==> config.mk <==
export PLATFORM = sky130hd
export DESIGN_NAME = spi_rx_flat
export DESIGN_NICKNAME = d
export VERILOG_FILES = /design/src/rtl/spi_rx_if.sv /design/src/rtl/spi_rx.sv /design/src/flat_wrapper.sv
export SDC_FILE = /design/constraint.sdc
export NUM_CORES = 1
export LEC_CHECK = 0
export CAP_MARGIN = 20
export CORE_MARGIN = 4
export CORE_UTILIZATION = 55
export DETAILED_ROUTE_END_ITERATION = 8
export GPL_TIMING_DRIVEN = 0
export HOLD_SLACK_MARGIN = 0.15
export PLACE_DENSITY = 0.75
export SLEW_MARGIN = 20
export SYNTH_ARGS = -nofsm -noshare
export SYNTH_HDL_FRONTEND = slang
export SYNTH_SLANG_ARGS = --single-unit
==> constraint.sdc <==
create_clock -name clk_125mhz -period 4.7 [get_ports clk_125mhz]
set_input_delay 1.175 -clock clk_125mhz [delete_from_list [all_inputs] [get_ports clk_125mhz]]
set_output_delay 1.175 -clock clk_125mhz [all_outputs]
set_load 0.02 [all_outputs]
==> src/rtl/spi_rx_if.sv <==
// Bundle of the SPI receiver's external serial lines, CPU read port and status
// outputs; the design takes the slave view, the driving side takes the master view.
interface spi_rx_if #(
  parameter int DEPTH_LOG2 = 2
) ();

  logic                  spi_sck;
  logic                  spi_sdi;
  logic                  spi_cs_;
  logic                  spi_dc;
  logic                  pop;
  logic                  clr_err;
  logic [8:0]            rx_data;
  logic                  rx_valid;
  logic [DEPTH_LOG2:0]   rx_count;
  logic                  overrun;
  logic                  frame_err;

  modport master (
    output spi_sck, spi_sdi, spi_cs_, spi_dc, pop, clr_err,
    input  rx_data, rx_valid, rx_count, overrun, frame_err
  );

  modport slave (
    input  spi_sck, spi_sdi, spi_cs_, spi_dc, pop, clr_err,
    output rx_data, rx_valid, rx_count, overrun, frame_err
  );

endinterface

==> src/rtl/spi_rx.sv <==
// SPI peripheral receiver: oversampled 4-wire input (sck idles high, sample on
// rising edge, MSB first) feeding a first-word-fall-through FIFO of {dc, byte}.
module spi_rx #(
  parameter int DEPTH_LOG2  = 2,
  parameter int SYNC_STAGES = 2
) (
  input logic     clk_125mhz,
  input logic     reset,
  spi_rx_if.slave bus
);

  localparam int SYNC_N = (SYNC_STAGES < 2) ? 2 : SYNC_STAGES;
  localparam int DEPTH  = 1 << DEPTH_LOG2;

  localparam logic [DEPTH_LOG2:0]   CNT_FULL = (DEPTH_LOG2 + 1)'(DEPTH);
  localparam logic [DEPTH_LOG2:0]   CNT_ZERO = (DEPTH_LOG2 + 1)'(0);
  localparam logic [DEPTH_LOG2:0]   CNT_ONE  = (DEPTH_LOG2 + 1)'(1);
  localparam logic [DEPTH_LOG2-1:0] PTR_ZERO = (DEPTH_LOG2)'(0);
  localparam logic [DEPTH_LOG2-1:0] PTR_ONE  = (DEPTH_LOG2)'(1);

  localparam logic [0:0] ST_IDLE = 1'b0;
  localparam logic [0:0] ST_RECV = 1'b1;

  logic [SYNC_N-1:0]     sck_sync_r;
  logic [SYNC_N-1:0]     sdi_sync_r;
  logic [SYNC_N-1:0]     cs_sync_r;
  logic [SYNC_N-1:0]     dc_sync_r;
  logic                  sck_d_r;
  logic                  sck_s;
  logic                  sdi_s;
  logic                  cs_s;
  logic                  dc_s;
  logic                  rise_s;

  logic [0:0]            state_r;
  logic [2:0]            bit_cnt_r;
  logic [7:0]            shift_r;
  logic                  byte_done_s;
  logic                  frame_evt_s;
  logic [8:0]            new_entry_s;

  logic [8:0]            mem_r [DEPTH];
  logic [DEPTH_LOG2-1:0] wr_ptr_r;
  logic [DEPTH_LOG2-1:0] rd_ptr_r;
  logic [DEPTH_LOG2-1:0] rd_ptr_nxt_s;
  logic [DEPTH_LOG2:0]   count_r;
  logic [DEPTH_LOG2:0]   count_nxt_s;
  logic [8:0]            head_r;
  logic [8:0]            head_nxt_s;
  logic                  valid_r;
  logic                  pop_ok_s;
  logic                  push_ok_s;
  logic                  drop_s;
  logic                  overrun_r;
  logic                  frame_err_r;

  // Metastability chains; sck/cs_ reset to their idle-high level
  always_ff @(posedge clk_125mhz or posedge reset) begin
    if (reset) begin
      sck_sync_r <= {SYNC_N{1'b1}};
      cs_sync_r  <= {SYNC_N{1'b1}};
      sdi_sync_r <= {SYNC_N{1'b0}};
      dc_sync_r  <= {SYNC_N{1'b0}};
      sck_d_r    <= 1'b1;
    end else begin
      sck_sync_r <= {sck_sync_r[SYNC_N-2:0], bus.spi_sck};
      cs_sync_r  <= {cs_sync_r[SYNC_N-2:0],  bus.spi_cs_};
      sdi_sync_r <= {sdi_sync_r[SYNC_N-2:0], bus.spi_sdi};
      dc_sync_r  <= {dc_sync_r[SYNC_N-2:0],  bus.spi_dc};
      sck_d_r    <= sck_sync_r[SYNC_N-1];
    end
  end

  assign sck_s  = sck_sync_r[SYNC_N-1];
  assign sdi_s  = sdi_sync_r[SYNC_N-1];
  assign cs_s   = cs_sync_r[SYNC_N-1];
  assign dc_s   = dc_sync_r[SYNC_N-1];
  assign rise_s = sck_s & ~sck_d_r;

  // Byte framing state machine; chip-select release takes priority over a rise
  always_ff @(posedge clk_125mhz or posedge reset) begin
    if (reset) begin
      state_r   <= ST_IDLE;
      bit_cnt_r <= 3'd0;
      shift_r   <= 8'd0;
    end else begin
      case (state_r)
        ST_IDLE: begin
          if (!cs_s) begin
            state_r   <= ST_RECV;
            bit_cnt_r <= 3'd0;
            shift_r   <= 8'd0;
          end
        end
        ST_RECV: begin
          if (cs_s) begin
            state_r   <= ST_IDLE;
            bit_cnt_r <= 3'd0;
            shift_r   <= 8'd0;
          end else if (rise_s) begin
            // the 3-bit counter wraps from 7 to 0 after the byte is queued
            shift_r   <= {shift_r[6:0], sdi_s};
            bit_cnt_r <= bit_cnt_r + 3'd1;
          end
        end
        default: begin
          state_r   <= ST_IDLE;
          bit_cnt_r <= 3'd0;
          shift_r   <= 8'd0;
        end
      endcase
    end
  end

  // Completed-byte and truncated-frame events seen by the FIFO and error flags
  always_comb begin
    byte_done_s = 1'b0;
    frame_evt_s = 1'b0;
    new_entry_s = {dc_s, shift_r[6:0], sdi_s};
    if (state_r == ST_RECV) begin
      byte_done_s = !cs_s && rise_s && (bit_cnt_r == 3'd7);
      frame_evt_s = cs_s && (bit_cnt_r != 3'd0);
    end else begin
      byte_done_s = 1'b0;
      frame_evt_s = 1'b0;
    end
  end

  // FIFO next-state: a pop frees the slot that a simultaneous push may use
  always_comb begin
    pop_ok_s     = bus.pop && (count_r != CNT_ZERO);
    push_ok_s    = 1'b0;
    drop_s       = 1'b0;
    count_nxt_s  = count_r;
    rd_ptr_nxt_s = rd_ptr_r;
    head_nxt_s   = 9'd0;
    if (byte_done_s) begin
      push_ok_s = (count_r != CNT_FULL) || pop_ok_s;
      drop_s    = !push_ok_s;
    end else begin
      push_ok_s = 1'b0;
      drop_s    = 1'b0;
    end
    case ({push_ok_s, pop_ok_s})
      2'b10:   count_nxt_s = count_r + CNT_ONE;
      2'b01:   count_nxt_s = count_r - CNT_ONE;
      default: count_nxt_s = count_r;
    endcase
    if (pop_ok_s) begin
      rd_ptr_nxt_s = rd_ptr_r + PTR_ONE;
    end else begin
      rd_ptr_nxt_s = rd_ptr_r;
    end
    // the new byte becomes head only when it lands in the slot the read pointer reaches
    if (count_nxt_s == CNT_ZERO) begin
      head_nxt_s = 9'd0;
    end else if (push_ok_s && (wr_ptr_r == rd_ptr_nxt_s)) begin
      head_nxt_s = new_entry_s;
    end else begin
      head_nxt_s = mem_r[rd_ptr_nxt_s];
    end
  end

  // FIFO storage
  always_ff @(posedge clk_125mhz or posedge reset) begin
    if (reset) begin
      for (int i = 0; i < DEPTH; i++) begin
        mem_r[i] <= 9'd0;
      end
    end else if (push_ok_s) begin
      mem_r[wr_ptr_r] <= new_entry_s;
    end
  end

  // FIFO pointers, occupancy and registered head view
  always_ff @(posedge clk_125mhz or posedge reset) begin
    if (reset) begin
      wr_ptr_r <= PTR_ZERO;
      rd_ptr_r <= PTR_ZERO;
      count_r  <= CNT_ZERO;
      valid_r  <= 1'b0;
      head_r   <= 9'd0;
    end else begin
      if (push_ok_s) begin
        wr_ptr_r <= wr_ptr_r + PTR_ONE;
      end
      rd_ptr_r <= rd_ptr_nxt_s;
      count_r  <= count_nxt_s;
      valid_r  <= (count_nxt_s != CNT_ZERO);
      head_r   <= head_nxt_s;
    end
  end

  // Sticky error flags; a new event outranks a same-cycle clear
  always_ff @(posedge clk_125mhz or posedge reset) begin
    if (reset) begin
      overrun_r   <= 1'b0;
      frame_err_r <= 1'b0;
    end else begin
      if (drop_s) begin
        overrun_r <= 1'b1;
      end else if (bus.clr_err) begin
        overrun_r <= 1'b0;
      end
      if (frame_evt_s) begin
        frame_err_r <= 1'b1;
      end else if (bus.clr_err) begin
        frame_err_r <= 1'b0;
      end
    end
  end

  assign bus.rx_data   = head_r;
  assign bus.rx_valid  = valid_r;
  assign bus.rx_count  = count_r;
  assign bus.overrun   = overrun_r;
  assign bus.frame_err = frame_err_r;

endmodule

==> src/flat_wrapper.sv <==
// flat-port wrapper written by rule: the top's interface ports become plain ports
module spi_rx_flat 
#(
  parameter int DEPTH_LOG2  = 2,
  parameter int SYNC_STAGES = 2
)
  (clk_125mhz, reset, bus_spi_sck, bus_spi_sdi, bus_spi_cs_, bus_spi_dc, bus_pop, bus_clr_err, bus_rx_data, bus_rx_valid, bus_rx_count, bus_overrun, bus_frame_err);
  spi_rx_if #(.DEPTH_LOG2(DEPTH_LOG2)) bus_i ();
  input logic clk_125mhz;
  input logic reset;
  input wire logic [$bits(bus_i.spi_sck)-1:0] bus_spi_sck;
  input wire logic [$bits(bus_i.spi_sdi)-1:0] bus_spi_sdi;
  input wire logic [$bits(bus_i.spi_cs_)-1:0] bus_spi_cs_;
  input wire logic [$bits(bus_i.spi_dc)-1:0] bus_spi_dc;
  input wire logic [$bits(bus_i.pop)-1:0] bus_pop;
  input wire logic [$bits(bus_i.clr_err)-1:0] bus_clr_err;
  output wire logic [$bits(bus_i.rx_data)-1:0] bus_rx_data;
  output wire logic [$bits(bus_i.rx_valid)-1:0] bus_rx_valid;
  output wire logic [$bits(bus_i.rx_count)-1:0] bus_rx_count;
  output wire logic [$bits(bus_i.overrun)-1:0] bus_overrun;
  output wire logic [$bits(bus_i.frame_err)-1:0] bus_frame_err;
  assign bus_i.spi_sck = bus_spi_sck;
  assign bus_i.spi_sdi = bus_spi_sdi;
  assign bus_i.spi_cs_ = bus_spi_cs_;
  assign bus_i.spi_dc = bus_spi_dc;
  assign bus_i.pop = bus_pop;
  assign bus_i.clr_err = bus_clr_err;
  assign bus_rx_data = bus_i.rx_data;
  assign bus_rx_valid = bus_i.rx_valid;
  assign bus_rx_count = bus_i.rx_count;
  assign bus_overrun = bus_i.overrun;
  assign bus_frame_err = bus_i.frame_err;
  spi_rx #(.DEPTH_LOG2(DEPTH_LOG2), .SYNC_STAGES(SYNC_STAGES)) u_core (.clk_125mhz(clk_125mhz), .reset(reset), .bus(bus_i));
endmodule
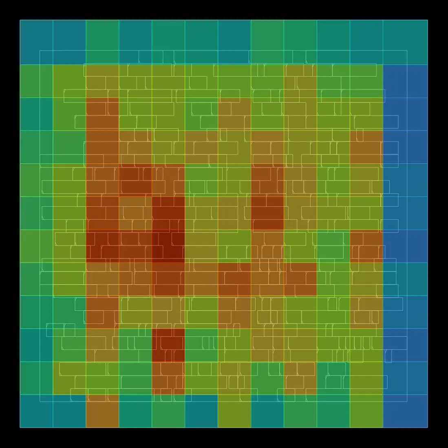
(routing congestion)
met1 GRT Util: 25.70%
Overall Global Routing Usage: 18.87%

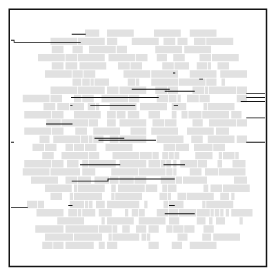
(met3 routing)
Scale: 3 px per µm. Cells faint in the background.
The wires run mostly horizontal. The layer holds 3.9% of the routed length. The longest straight run is 29.0 µm. The layer carries 238 µm of wire.
vias post-DR: 1951
met3 GRT Util: 3.592%
DRT Wirelength: 6136 µm

==> results.json <==
{
  "antennaDiodeCount": 0,
  "cts_made_buffers": 9,
  "io_pins": 23,
  "holdPathStages": 0,
  "syn-cell-area_mm2": 0.003282,
  "synth.area.mux_share_pct": 16.13,
  "core_area_mm2": 0.005642,
  "grt_pass1_vias": 1969,
  "cts_tree": "built",
  "clock.latency.late_pin_ps": 350,
  "final_nets": 285,
  "hold_viol": 0,
  "syn_to_final_growth_pct": 17.27,
  "hold_end": "u_core.dc_sync_r[1]$_DFF_PP0_",
  "crit_end": "u_core.bus.rx_data[4]$_DFF_PP0_",
  "adder_share_pct": 3.660,
  "hold_path.class": "reg2reg",
  "ys_area_mm2": 0.003282,
  "ys.flops": 75,
  "fp.dieH_um": 85.25,
  "fin_ws_ps": 538.6,
  "hold_start": "u_core.dc_sync_r[0]$_DFF_PP0_",
  "startpoint_type": "primary input",
  "synth_cell_types": 45,
  "outcome": "complete, no violations",
  "fin_skew_ps": 8.830,
  "final.period_utilization_pct": 88.54,
  "yosysWarnings": 0,
  "dp_hpwl_um": 3929,
  "syn_inst": 234,
  "gp_congestion": 0.7797,
  "yosys.area_share.xor_xnor_pct": 3.279,
  "regToRegStartpoint": "u_core.bus.rx_count[1]$_DFF_PP0_",
  "top_logic_kind": "multiplexers",
  "yosys_cells": 234,
  "io_buffers": 22,
  "reg2regPathDepth": 12,
  "setup_violations": 0,
  "critPathMaxFanout": 10,
  "holdBufCountCts": 0,
  "r2r_setup_slack_ps": 1320,
  "end_kind": "flop",
  "powerDensity_mw_per_mm2": 456.7,
  "drt_iter0_markers": 116,
  "worst_pin_slew_ps": 844.7,
  "grt_first_pass_wirelength_um": 10370,
  "warnings": 30,
  "layout_min_cycle_time_ps": 4161,
  "max_slew_margin_pct": 43.38,
  "critPathKind": "in2reg",
  "chipArea_mm2": 0.007267,
  "reg2reg_to": "u_core.bus.rx_data[4]$_DFF_PP0_",
  "max_freq_mhz": 240.3,
  "pre_cts_slack_ps": 181.7,
  "cap_violations": 0,
  "cts_setup_buffers": 0,
  "cts-root-buf": "clkbuf_8",
  "highest_layer": "met4",
  "layout_top_cells": "dfrtp_1, mux2_1, clkdlybuf4s50_1, mux2_2, inv_1",
  "viasPerCell": 5.655,
  "path_clk_slew_ps": 80,
  "syn_avg_cell_area_um2": 14.03,
  "leakage_nw": 1.896,
  "initCoreUtil_pct": 58.17,
  "dr_wl_met2_um": 3014,
  "final_common_cell": "dfrtp_1",
  "ys_seq_share_pct": 57.38,
  "synth-simple-area-share_pct": 6.977,
  "worstPathArrival_ps": 4340,
  "clockBufferDepth": 2,
  "peakVddDrop_v": 0.0002792,
  "ant_nets": 0
}
## stage by stage
step	instances	hold slack (ps)	total power [mW]	cell area, µm²
5_1_grt	345	365.5	1.836	3849
2_1_floorplan	234	331.2	1.057	3282
3_5_place_dp	329	338.9	1.210	3622
3_3_place_gp	328	333.5	1.195	3592
4_1_cts	345	357.2	1.768	3849
6_report	345	355.6	1.758	3849
## synth_stat cells, drive strengths merged
| cell | count | area share [%] |
|---|---|---|
| or2 | 1 | 0.19 |
| a22o | 9 | 2.4 |
| inv | 16 | 1.8 |
| o211ai | 1 | 0.23 |
| nor2 | 14 | 1.8 |
| a21oi | 3 | 0.46 |
| a211oi | 7 | 1.9 |
| dfstp | 5 | 4.0 |
| or4b | 1 | 0.31 |
| mux2 | 44 | 15 |
| clkbuf | 1 | 0.11 |
| a222oi | 8 | 2.4 |
| nand2b | 3 | 0.57 |
| mux2i | 3 | 1.0 |
| nand2 | 8 | 1.8 |
| and4bb | 1 | 0.38 |
| fa | 1 | 0.61 |
| o21ai | 4 | 0.61 |
| o31a | 1 | 0.27 |
| xor2 | 4 | 1.3 |
| o311ai | 1 | 0.50 |
| dfrtp | 70 | 53 |
| xnor3 | 1 | 0.69 |
| o22ai | 2 | 0.57 |
| nor3b | 1 | 0.23 |
| nand3 | 2 | 0.69 |
| xnor2 | 4 | 1.3 |
| nand4 | 2 | 0.38 |
| nor3 | 2 | 0.46 |
| ha | 8 | 3.1 |
| buf | 5 | 1.3 |
| and3 | 1 | 0.19 |
## state kept, by name, summed over array words and instances (netlist names)
| register | count |
|---|---|
| u_core.state_r | 1 |
| u_core.wr_ptr_r | 2 |
| u_core.bus.rx_data | 9 |
| u_core.bus.rx_count | 3 |
| u_core.bus.overrun | 1 |
| u_core.bus.frame_err | 1 |
| u_core.sdi_sync_r | 2 |
| u_core.dc_sync_r | 2 |
| u_core.cs_sync_r | 2 |
| u_core.bus.rx_valid | 1 |
| u_core.sck_d_r | 1 |
| u_core.shift_r | 7 |
| u_core.rd_ptr_r | 2 |
| u_core.mem_r | 36 |
| u_core.bit_cnt_r | 3 |
| u_core.sck_sync_r | 2 |
## routing by layer
metal / up-vias / global-route usage, %
met4: 0 / 9.784
met2: 38 / 28.81
met5: - / 0
li1: 916 / -
met3: 11 / 3.592
met1: 986 / 25.70
## critical path, cell delays in order
cell and delay (ps):
clkdlybuf4s50_1 450, or4b_1 520, and3_1 200, buf_6 160, inv_1 60, ha_1 170, inv_1 60, fa_1 370
xor2_1 150, nor2_1 70, xor2_1 160, nor3_2 650, a211oi_1 130
## power by group
part	switching (mW)	total (mW)	internal (mW)	leakage, nW
logic	0.289	0.468	0.180	0.797
clock network	0.240	0.553	0.313	0.108
registers	0.0445	0.736	0.692	0.990
## area by class of cell
type	instances	area [µm²]
buffer	6	45.04
clock buffer	10	137.6
clock inverter	6	88.84
fill	389	1793
inverter	16	62.56
multi-input combinational	137	1294
sequential	75	1883
tap	72	90.09
timing repair buffer	23	247.7
Power is estimated from default activity; no workload was simulated.
